===== config.mk =====
export PLATFORM = sky130hd
export DESIGN_NAME = pushbutton_array_processor
export DESIGN_NICKNAME = d
export VERILOG_FILES = /design/src/rtl/pushbutton_array_processor_pkg.sv /design/src/rtl/pushbutton_array_processor_channel.sv /design/src/rtl/pushbutton_array_processor.sv
export SDC_FILE = /design/constraint.sdc
export NUM_CORES = 1
export LEC_CHECK = 0
export CAP_MARGIN = 20
export CORE_AREA = 2 2 129 131
export DETAILED_ROUTE_END_ITERATION = 6
export DIE_AREA = 0 0 131 133
export GPL_ROUTABILITY_DRIVEN = 0
export GPL_TIMING_DRIVEN = 0
export SYNTH_ARGS = -nofsm -noshare
export SYNTH_HDL_FRONTEND = slang
export SYNTH_SLANG_ARGS = --single-unit

===== constraint.sdc =====
create_clock -name clk_1khz -period 3.7 [get_ports clk_1khz]
set_clock_uncertainty 0.05 [all_clocks]
set_input_delay 1.11 -clock clk_1khz [delete_from_list [all_inputs] [get_ports clk_1khz]]
set_output_delay 1.11 -clock clk_1khz [all_outputs]
set_load 0.05 [all_outputs]

===== src/rtl/pushbutton_array_processor_pkg.sv =====
// -----------------------------------------------------------------------------
// pushbutton_array_processor_pkg
// Shared definitions for the pushbutton array processor. The testbench uses
// these definitions too.
//   MAX_BUTTONS  : upper bound on the number of channels the array supports
//   btn_state_e  : per-channel press classifier state encoding
// -----------------------------------------------------------------------------
package pushbutton_array_processor_pkg;

    localparam int MAX_BUTTONS = 8;

    typedef enum logic [1:0] {
        ST_IDLE  = 2'd0,
        ST_PRESS = 2'd1,
        ST_LONG  = 2'd2
    } btn_state_e;

endpackage


===== src/rtl/pushbutton_array_processor_channel.sv =====
// -----------------------------------------------------------------------------
// pushbutton_array_processor_channel
// One pushbutton channel. It contains a 2-flop synchroniser, a mismatch-count
// debouncer and a short/long/repeat press classifier.
//   clk_1khz     : 1 kHz clock, rising edge
//   rst_n        : async active-low reset (already release-synchronised)
//   pushbutton_i : raw asynchronous button, active-high
//   repeat_en    : auto-repeat enable while a long press is held
//   count_up     : one-cycle pulse per short press
//   count_down   : one-cycle pulse per long press and per repeat tick
//   pressed_o    : debounced button level
// -----------------------------------------------------------------------------
module pushbutton_array_processor_channel
    import pushbutton_array_processor_pkg::*;
#(
    parameter int DEBOUNCE_MS   = 20,
    parameter int LONG_PRESS_MS = 2000,
    parameter int REPEAT_MS     = 250
) (
    input  logic clk_1khz,
    input  logic rst_n,
    input  logic pushbutton_i,
    input  logic repeat_en,
    output logic count_up,
    output logic count_down,
    output logic pressed_o
);

    localparam int DB_W   = $clog2(DEBOUNCE_MS + 1);
    localparam int HOLD_W = $clog2(LONG_PRESS_MS + 1);
    localparam int REP_W  = $clog2(REPEAT_MS + 1);

    localparam logic [DB_W-1:0]   DB_MAX    = DB_W'(DEBOUNCE_MS);
    localparam logic [DB_W-1:0]   DB_ONE    = DB_W'(1'b1);
    localparam logic [DB_W-1:0]   DB_ZERO   = {DB_W{1'b0}};
    localparam logic [HOLD_W-1:0] HOLD_MAX  = HOLD_W'(LONG_PRESS_MS);
    localparam logic [HOLD_W-1:0] HOLD_ONE  = HOLD_W'(1'b1);
    localparam logic [HOLD_W-1:0] HOLD_ZERO = {HOLD_W{1'b0}};
    localparam logic [REP_W-1:0]  REP_MAX   = REP_W'(REPEAT_MS);
    localparam logic [REP_W-1:0]  REP_ONE   = REP_W'(1'b1);
    localparam logic [REP_W-1:0]  REP_ZERO  = {REP_W{1'b0}};

    logic              sync1_r;
    logic              sync2_r;
    logic              pressed_r;
    logic [DB_W-1:0]   db_cnt_r;
    logic [DB_W-1:0]   db_inc_s;
    btn_state_e        state_r;
    btn_state_e        state_n_s;
    logic [HOLD_W-1:0] hold_r;
    logic [HOLD_W-1:0] hold_n_s;
    logic [HOLD_W-1:0] hold_inc_s;
    logic [REP_W-1:0]  rep_r;
    logic [REP_W-1:0]  rep_n_s;
    logic [REP_W-1:0]  rep_inc_s;
    logic              up_n_s;
    logic              dn_n_s;
    logic              count_up_r;
    logic              count_down_r;

    // Counters saturate at their terminal value instead of wrapping.
    assign db_inc_s   = (db_cnt_r == DB_MAX)  ? db_cnt_r : db_cnt_r + DB_ONE;
    assign hold_inc_s = (hold_r   == HOLD_MAX) ? hold_r  : hold_r + HOLD_ONE;
    assign rep_inc_s  = (rep_r    == REP_MAX)  ? rep_r   : rep_r + REP_ONE;

    // Two-flop synchroniser for the raw button input
    always_ff @(posedge clk_1khz or negedge rst_n) begin
        if (!rst_n) begin
            sync1_r <= 1'b0;
            sync2_r <= 1'b0;
        end else begin
            sync1_r <= pushbutton_i;
            sync2_r <= sync1_r;
        end
    end

    // Debouncer: the level flips only after DEBOUNCE_MS consecutive mismatching samples
    always_ff @(posedge clk_1khz or negedge rst_n) begin
        if (!rst_n) begin
            db_cnt_r  <= DB_ZERO;
            pressed_r <= 1'b0;
        end else if (sync2_r != pressed_r) begin
            if (db_inc_s == DB_MAX) begin
                pressed_r <= ~pressed_r;
                db_cnt_r  <= DB_ZERO;
            end else begin
                db_cnt_r  <= db_inc_s;
            end
        end else begin
            db_cnt_r <= DB_ZERO;
        end
    end

    // Press classifier next-state and pulse decode. It works on the registered
    // debounced level, so a release is seen one cycle after pressed_o falls.
    always_comb begin
        state_n_s = state_r;
        hold_n_s  = hold_r;
        rep_n_s   = rep_r;
        up_n_s    = 1'b0;
        dn_n_s    = 1'b0;
        case (state_r)
            ST_IDLE: begin
                hold_n_s = HOLD_ZERO;
                if (pressed_r) begin
                    state_n_s = ST_PRESS;
                end else begin
                    state_n_s = ST_IDLE;
                end
            end
            ST_PRESS: begin
                if (!pressed_r) begin
                    up_n_s    = (hold_r < HOLD_MAX);
                    state_n_s = ST_IDLE;
                end else if (hold_inc_s == HOLD_MAX) begin
                    dn_n_s    = 1'b1;
                    hold_n_s  = hold_inc_s;
                    rep_n_s   = REP_ZERO;
                    state_n_s = ST_LONG;
                end else begin
                    hold_n_s  = hold_inc_s;
                end
            end
            ST_LONG: begin
                if (!pressed_r) begin
                    state_n_s = ST_IDLE;
                end else if (!repeat_en) begin
                    rep_n_s = REP_ZERO;
                end else if (rep_inc_s == REP_MAX) begin
                    dn_n_s  = 1'b1;
                    rep_n_s = REP_ZERO;
                end else begin
                    rep_n_s = rep_inc_s;
                end
            end
            default: begin
                state_n_s = ST_IDLE;
                hold_n_s  = HOLD_ZERO;
                rep_n_s   = REP_ZERO;
            end
        endcase
    end

    // Classifier state, counters and registered output pulses
    always_ff @(posedge clk_1khz or negedge rst_n) begin
        if (!rst_n) begin
            state_r      <= ST_IDLE;
            hold_r       <= HOLD_ZERO;
            rep_r        <= REP_ZERO;
            count_up_r   <= 1'b0;
            count_down_r <= 1'b0;
        end else begin
            state_r      <= state_n_s;
            hold_r       <= hold_n_s;
            rep_r        <= rep_n_s;
            count_up_r   <= up_n_s;
            count_down_r <= dn_n_s;
        end
    end

    assign count_up   = count_up_r;
    assign count_down = count_down_r;
    assign pressed_o  = pressed_r;

endmodule


===== src/rtl/pushbutton_array_processor.sv =====
// -----------------------------------------------------------------------------
// pushbutton_array_processor
// An array of N_BUTTONS independent pushbutton channels. The channels share
// one reset whose release is synchronised to the clock.
//   clk_1khz     : 1 kHz clock, rising edge
//   rst_n        : async active-low reset
//   pushbutton_i : raw buttons, bit k = channel k
//   repeat_en    : global auto-repeat enable
//   count_up     : short-press pulses, per channel
//   count_down   : long-press / repeat pulses, per channel
//   pressed_o    : debounced levels, per channel
// -----------------------------------------------------------------------------
module pushbutton_array_processor
    import pushbutton_array_processor_pkg::*;
#(
    parameter int N_BUTTONS     = 2,
    parameter int DEBOUNCE_MS   = 20,
    parameter int LONG_PRESS_MS = 2000,
    parameter int REPEAT_MS     = 250
) (
    input  logic                 clk_1khz,
    input  logic                 rst_n,
    input  logic [N_BUTTONS-1:0] pushbutton_i,
    input  logic                 repeat_en,
    output logic [N_BUTTONS-1:0] count_up,
    output logic [N_BUTTONS-1:0] count_down,
    output logic [N_BUTTONS-1:0] pressed_o
);

    logic rst_meta_r;
    logic rst_sync_r;

    // Reset synchroniser: assertion is immediate, release takes two clock edges
    always_ff @(posedge clk_1khz or negedge rst_n) begin
        if (!rst_n) begin
            rst_meta_r <= 1'b0;
            rst_sync_r <= 1'b0;
        end else begin
            rst_meta_r <= 1'b1;
            rst_sync_r <= rst_meta_r;
        end
    end

    for (genvar k = 0; k < N_BUTTONS; k++) begin : g_ch
        pushbutton_array_processor_channel #(
            .DEBOUNCE_MS   (DEBOUNCE_MS),
            .LONG_PRESS_MS (LONG_PRESS_MS),
            .REPEAT_MS     (REPEAT_MS)
        ) u_pushbutton_channel (
            .clk_1khz     (clk_1khz),
            .rst_n        (rst_sync_r),
            .pushbutton_i (pushbutton_i[k]),
            .repeat_en    (repeat_en),
            .count_up     (count_up[k]),
            .count_down   (count_down[k]),
            .pressed_o    (pressed_o[k])
        );
    end

endmodule

run_1/detail.png
Bar = 10 um. Window x 53 to 78, y 27 to 52 um. Cells in gray, sequential cells in the stronger gray; small squares are vias.
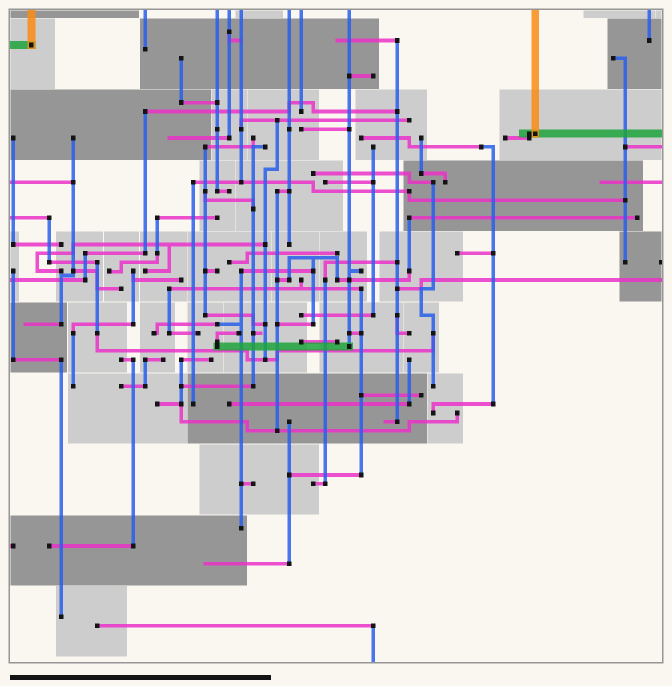
| color | layer |
|---|---|
| magenta | metal 1 |
| orange | metal 4 |
| blue | metal 2 |
| green | metal 3 |
sequential cells in the window: 5
cells with their middle in the window: 28
netlist names of flops here include: `g_ch.u_pushbutton_channel.db_cnt_r` (5)
most frequent: dfrtp_1 (5), nor2_1 (4)

run_1/logic_types.png
Bar = 50 um.
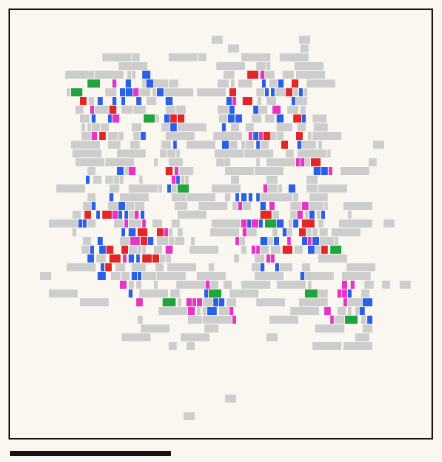
| color | family | cells |
|---|---|---|
| green | mux cells | 10 |
| magenta | nor cells | 55 |
| blue | nand cells | 93 |
| red | and/or cells | 32 |

==> results.cfg, run 1 <==
; yosys + openroad results
[yosys]
top_area_frac = 0.389
synth_nets = 477
yosysMostFrequentCell = dfrtp_1
synth_cell_types = 73
edf_count = 0
yosys-top-cells-count = 64 x dfrtp_1, 43 x nand2_1, 34 x nor2_1
top_cells_by_area = dfrtp_1 39%, ha_1 5.5%, nand2_1 3.9%
yosys_cells = 454
avgSynthCellArea_um2 = 9.06
async_flop_share = 1.00

[flow_run]
warnings = 36

[critical_path]
r2r_end = g_ch[0].u_pushbutton_channel.rep_r[1]
crit_fanout = 10
critical_path_buf_inv_count = 0
crit_family = AND-OR/OR-AND gates
ff2ff_setup_slack_ns = 0.28
crit_path_end_kind = register
cp.depth = 7

[clock_network]
cts_tree = yes
clock-sinks = 64
htree_levels = 3
cts-root-buf = clkbuf_16
numCtsBuffers = 9
clk_pin_slew_ns = 0.06

[global_routing]
grt_pass1_vias = 3373
track_usage = 0.112
grt.overflow.total = 0

[sta]
hold_viol = 0
max_freq_mhz = 292
setup-tns-final_ns = 0
setup_viol = 0
finalClockPeriodUsage = 0.925

[power_and_ir_drop]
seq_power_share = 0.469
p_sw_frac = 0.229
leakagePower_nw = 1.96

[floorplan]
die_h_um = 133
chipArea_mm2 = 0.0174
initial_utilization = 0.254

[drt]
first_iter_violations = 237
wl_per_cell_um = 13.2

[min_path]
worstHoldEndpoint = g_ch[1].u_pushbutton_channel.sync2_r
hold_path_depth = 0

[layout]
area_growth_pct = 16.1
fin_nets = 498

[status]
status = finished clean
run_1/placement.png
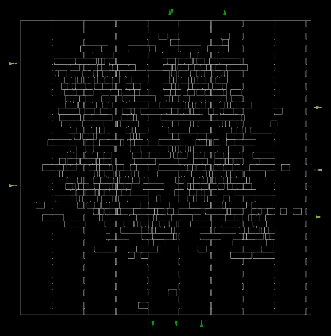
final cell count without fillers: 700
flop count: 64
fraction of area in registers: 0.336
Finished Core Util: 0.295
Fillers: 1721

-- run 1: cell usage in the layout, fill, tap and decap left out, drive strengths merged, types with 3 or more instances in the layout --
cell type	netlist	final
a211o	4	4
a211oi	5	5
a21o	8	8
a21oi	8	8
a221oi	3	3
a22o	5	5
a32o	5	5
and2	3	3
and3	6	6
and4	4	4
buf	8	8
clkbuf	19	29
clkdlybuf4s50	0	10
clkinv	0	4
dfrtp	64	64
ha	18	18
inv	25	26
mux2	5	5
mux2i	5	5
nand2	43	43
nand2b	13	13
nand3	25	25
nand4	8	8
nor2	34	34
nor2b	7	7
nor3	10	10
o211ai	7	7
o21a	3	3
o21ai	20	20
o22ai	3	3
o31ai	15	15
o41ai	5	5
or2	5	5
or3	7	7
xnor2	7	7
xor2	5	5
-- run 1: layout make-up --
cell class | count | area, um2
Inverter | 25 | 93.8
Clock inverter | 6 | 43.8
Sequential cell | 64 | 1610
Clock buffer | 10 | 239
Timing Repair Buffer | 10 | 100
Buffer | 27 | 134
Multi-Input combinational cell | 338 | 2290
Tap cell | 220 | 275
Fill cell | 1721 | 11400
-- run 1: cells by family (layout without fill, tap and decap cells) --
group	Yosys count	count (layout)	share of synthesized area
compound gates	117	117	0.222
xor+xnor	12	12	0.0255
fa+ha+maj	18	18	0.0547
buf+inv	52	78	0.0553
flops	64	64	0.389
mux	10	10	0.0258
other cells	1	1	0.000911
simple gates	180	180	0.227
-- run 1: power by group through the flow --
| stage | registers, mW | clock network, mW | logic (mW) |
|---|---|---|---|
| final | 0.729 | 0.796 | 0.0295 |
| after global routing | 0.733 | 0.865 | 0.0349 |
| after CTS | 0.730 | 0.827 | 0.0300 |
| after detailed placement | 0.743 | 0 | 0.0297 |
| after global placement | 0.742 | 0 | 0.0282 |
| after floorplan | 0.736 | 0 | 0.0203 |
-- run 1: sequential cells by signal (all words and copies together), names as in the netlist --
signal	cells
g_ch.u_pushbutton_channel.count_down	2
g_ch.u_pushbutton_channel.count_up	2
g_ch.u_pushbutton_channel.db_cnt_r	10
g_ch.u_pushbutton_channel.hold_r	22
g_ch.u_pushbutton_channel.pressed_o	2
g_ch.u_pushbutton_channel.rep_r	16
g_ch.u_pushbutton_channel.state_r	4
g_ch.u_pushbutton_channel.sync1_r	2
g_ch.u_pushbutton_channel.sync2_r	2
rst_meta_r	1
rst_sync_r	1
-- run 1: per-layer routing --
metal,wire [um],track usage,share of wire,vias up
met5,0,0,0,-
met4,133,0.0361,0.014,0
met3,268,0.0263,0.029,10
met2,4540,0.182,0.49,55
met1,4330,0.147,0.47,1701
li1,-,-,-,1710
-- run 1: through the flow --
| stage | total power [mW] | hold WS [ns] | area (um2) | setup WS (ns) |
|---|---|---|---|---|
| after global routing | 1.63 | 0.309 | 4780 | 0.120 |
| after floorplan | 0.757 | 0.281 | 4120 | 0.808 |
| final | 1.55 | 0.297 | 4780 | 0.279 |
| after detailed placement | 0.773 | 0.287 | 4490 | 0.306 |
| after global placement | 0.770 | 0.287 | 4490 | 0.315 |
| after CTS | 1.59 | 0.300 | 4780 | 0.276 |
## Run 2: what changed since run 1
Settings changed: CORE_AREA 2 2 129 131 to 2 2 132 134, DIE_AREA 0 0 131 133 to 0 0 134 136, SYNTH_HIERARCHICAL set to 1.
Clock period 3.7 ns to 3.2 ns, I/O delays scaled along.
run_2/clk_routes.png
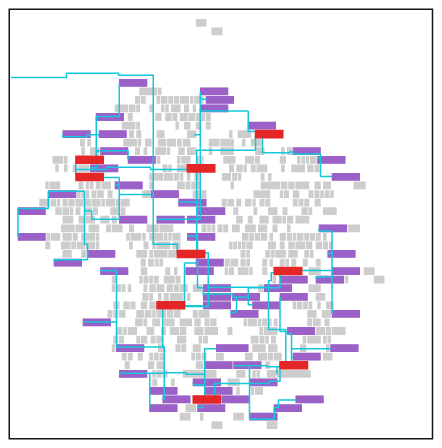
[cyan] clock wires | length: 1070 um
[purple] flip-flops | count: 64
[red] clock drivers | count: 9
routed clock nets: 10

==> run 2 against run 1 <==
Hold slack about the same. Fmax increased by 17%. Critical endpoint is now g_ch[0].u_pushbutton_channel/rep_r[4]. Highest routed layer unchanged. Critical path depth increased by 1. Via count increased by 9.5%. First-iteration DRC count increased by 38%. Global-route usage increased by 0.13 points. Count of clock-buffer cells in the layout decreased by 1.
==> results.cfg, run 2 <==
; yosys + openroad results
[status]
status = finished clean

[layout]
top_register = g_ch.u_pushbutton_channel/hold_r
comb_area_mm2 = 0.00247
reg.largest.list = g_ch.u_pushbutton_channel/hold_r: 22 flops, g_ch.u_pushbutton_channel/rep_r: 16 flops, g_ch.u_pushbutton_channel/db_cnt_r: 10 flops
final_common_cell = dfrtp_1
drive_gt1_frac = 0.0979
area_growth_pct = 16.5
regArea_mm2 = 0.00161

[yosys]
synth_nets = 528
async_flop_share = 1.00
yosys-top-cells-count = 64 x dfrtp_1, 43 x nand2_1, 42 x nor2_1
top_area_frac = 0.371
synth_cells = 505
top_cells_by_area = dfrtp_1 37%, ha_1 5.2%, o21ai_0 4.1%
yosysMostFrequentCell = dfrtp_1

[min_path]
hold_path_depth = 0
worstHoldEndpoint = g_ch[1].u_pushbutton_channel/sync2_r

[clock_network]
cts_tree = yes
cts_buffer_depth = 2
post_cts_buffers = 0
clock-sinks = 64
cts-root-buf = clkbuf_16
numCtsBuffers = 9
htree_levels = 3
clk_pin_slew_ns = 0.06

[sta]
max_freq_mhz = 341
setup-tns-final_ns = 0
setup_viol = 0
finalClockPeriodUsage = 0.915
hold_viol = 0

[flow_run]
warnings = 36

[drt]
wl_per_cell_um = 12.9
first_iter_violations = 327

[critical_path]
ff2ff_setup_slack_ns = 0.27
r2r_start = g_ch[0].u_pushbutton_channel/rep_r[0]
r2r_end = g_ch[0].u_pushbutton_channel/rep_r[4]

[global_routing]
grt.overflow.total = 0
antenna_found_initial = 0
grt_pass1_vias = 3471
track_usage = 0.114

[floorplan]
die_h_um = 136
chipArea_mm2 = 0.0182

[power_and_ir_drop]
leakagePower_nw = 2.01

[place]
dp_worst_setup_slack_ns = 0.345
==> run 2: netlist changes by cell type after synthesis, moves of 8 or more <==
cell,before,now
a21oi_1,7,29
a31oi_1,2,12
buf_2,1,10
nand2b_1,13,5
nor2_1,34,42
o21ai_0,20,35
o31ai_1,15,5
==> run 2: worst max-delay path, cell delays in order, from the launching register on <==
cell      delay (ns)
dfrtp_1         0.47
ha_1            0.31
nand3_1         0.22
a21oi_1         0.21
nor2_1          0.06
o311ai_0        0.46
nand3_1         0.37
a21oi_1         0.47
a221o_1         0.22
==> run 2: cell families after synthesis <==
| logic type | count (synthesis) | share of synthesized area |
|---|---|---|
| AOI/OAI and AO/OA | 142 | 0.221 |
| xor gates and xnor gates | 14 | 0.0284 |
| DFF | 64 | 0.371 |
| muxes | 7 | 0.0171 |
| other | 1 | 0.000868 |
| adders and majority gates | 18 | 0.0521 |
| buffers and inverters | 56 | 0.0567 |
| and+or+nand+nor | 203 | 0.253 |
==> run 2: stage by stage <==
step	std cells	power [mW]	instance area, um2	utilization	hold slack (ns)
floorplan	505	0.875	4320	-	0.281
detailed placement	740	0.894	4710	0.279	0.286
CTS	756	2.00	5030	0.298	0.300
global route	756	2.04	5030	0.298	0.304
global placement	740	0.893	4700	0.279	0.285
finish	756	1.96	5030	0.298	0.296
==> run 2: area by class of cell <==
class	instances	share of cell area
clock buffers	9	0.0447
inverters	28	0.0209
well taps	225	0.0559
clock inverters	7	0.0204
multi-input cells	385	0.492
flip-flops and latches	64	0.319
repair buffers	10	0.0199
plain buffers	28	0.0278
==> run 2: layer usage <==
| metal | track usage | up-vias | part of all wire |
|---|---|---|---|
| li1 | - | 1911 | - |
| met1 | 0.151 | 1813 | 0.48 |
| met2 | 0.177 | 68 | 0.47 |
| met3 | 0.0239 | 14 | 0.039 |
| met4 | 0.0508 | 0 | 0.016 |
| met5 | 0 | - | 0 |
==> run 2: where the power goes <==
group	internal [mW]	switching, mW	total (mW)
logic	0.0173	0.0170	0.0343
registers	0.820	0.0235	0.843
clock network	0.690	0.394	1.08
==> run 2: worst max path at each step <==
| stage | end | slack (ns) | depth (start not counted) |
|---|---|---|---|
| global route | g_ch[0].u_pushbutton_channel/rep_r[3] | 0.12 | 8 |
| finish | g_ch[0].u_pushbutton_channel/rep_r[4] | 0.27 | 8 |
| floorplan | g_ch[0].u_pushbutton_channel/rep_r[6] | 0.79 | 9 |
| detailed placement | g_ch[0].u_pushbutton_channel/rep_r[4] | 0.35 | 8 |
| CTS | g_ch[0].u_pushbutton_channel/rep_r[4] | 0.30 | 8 |
| global placement | g_ch[0].u_pushbutton_channel/rep_r[3] | 0.33 | 8 |
Power is estimated from default activity; no workload was simulated.
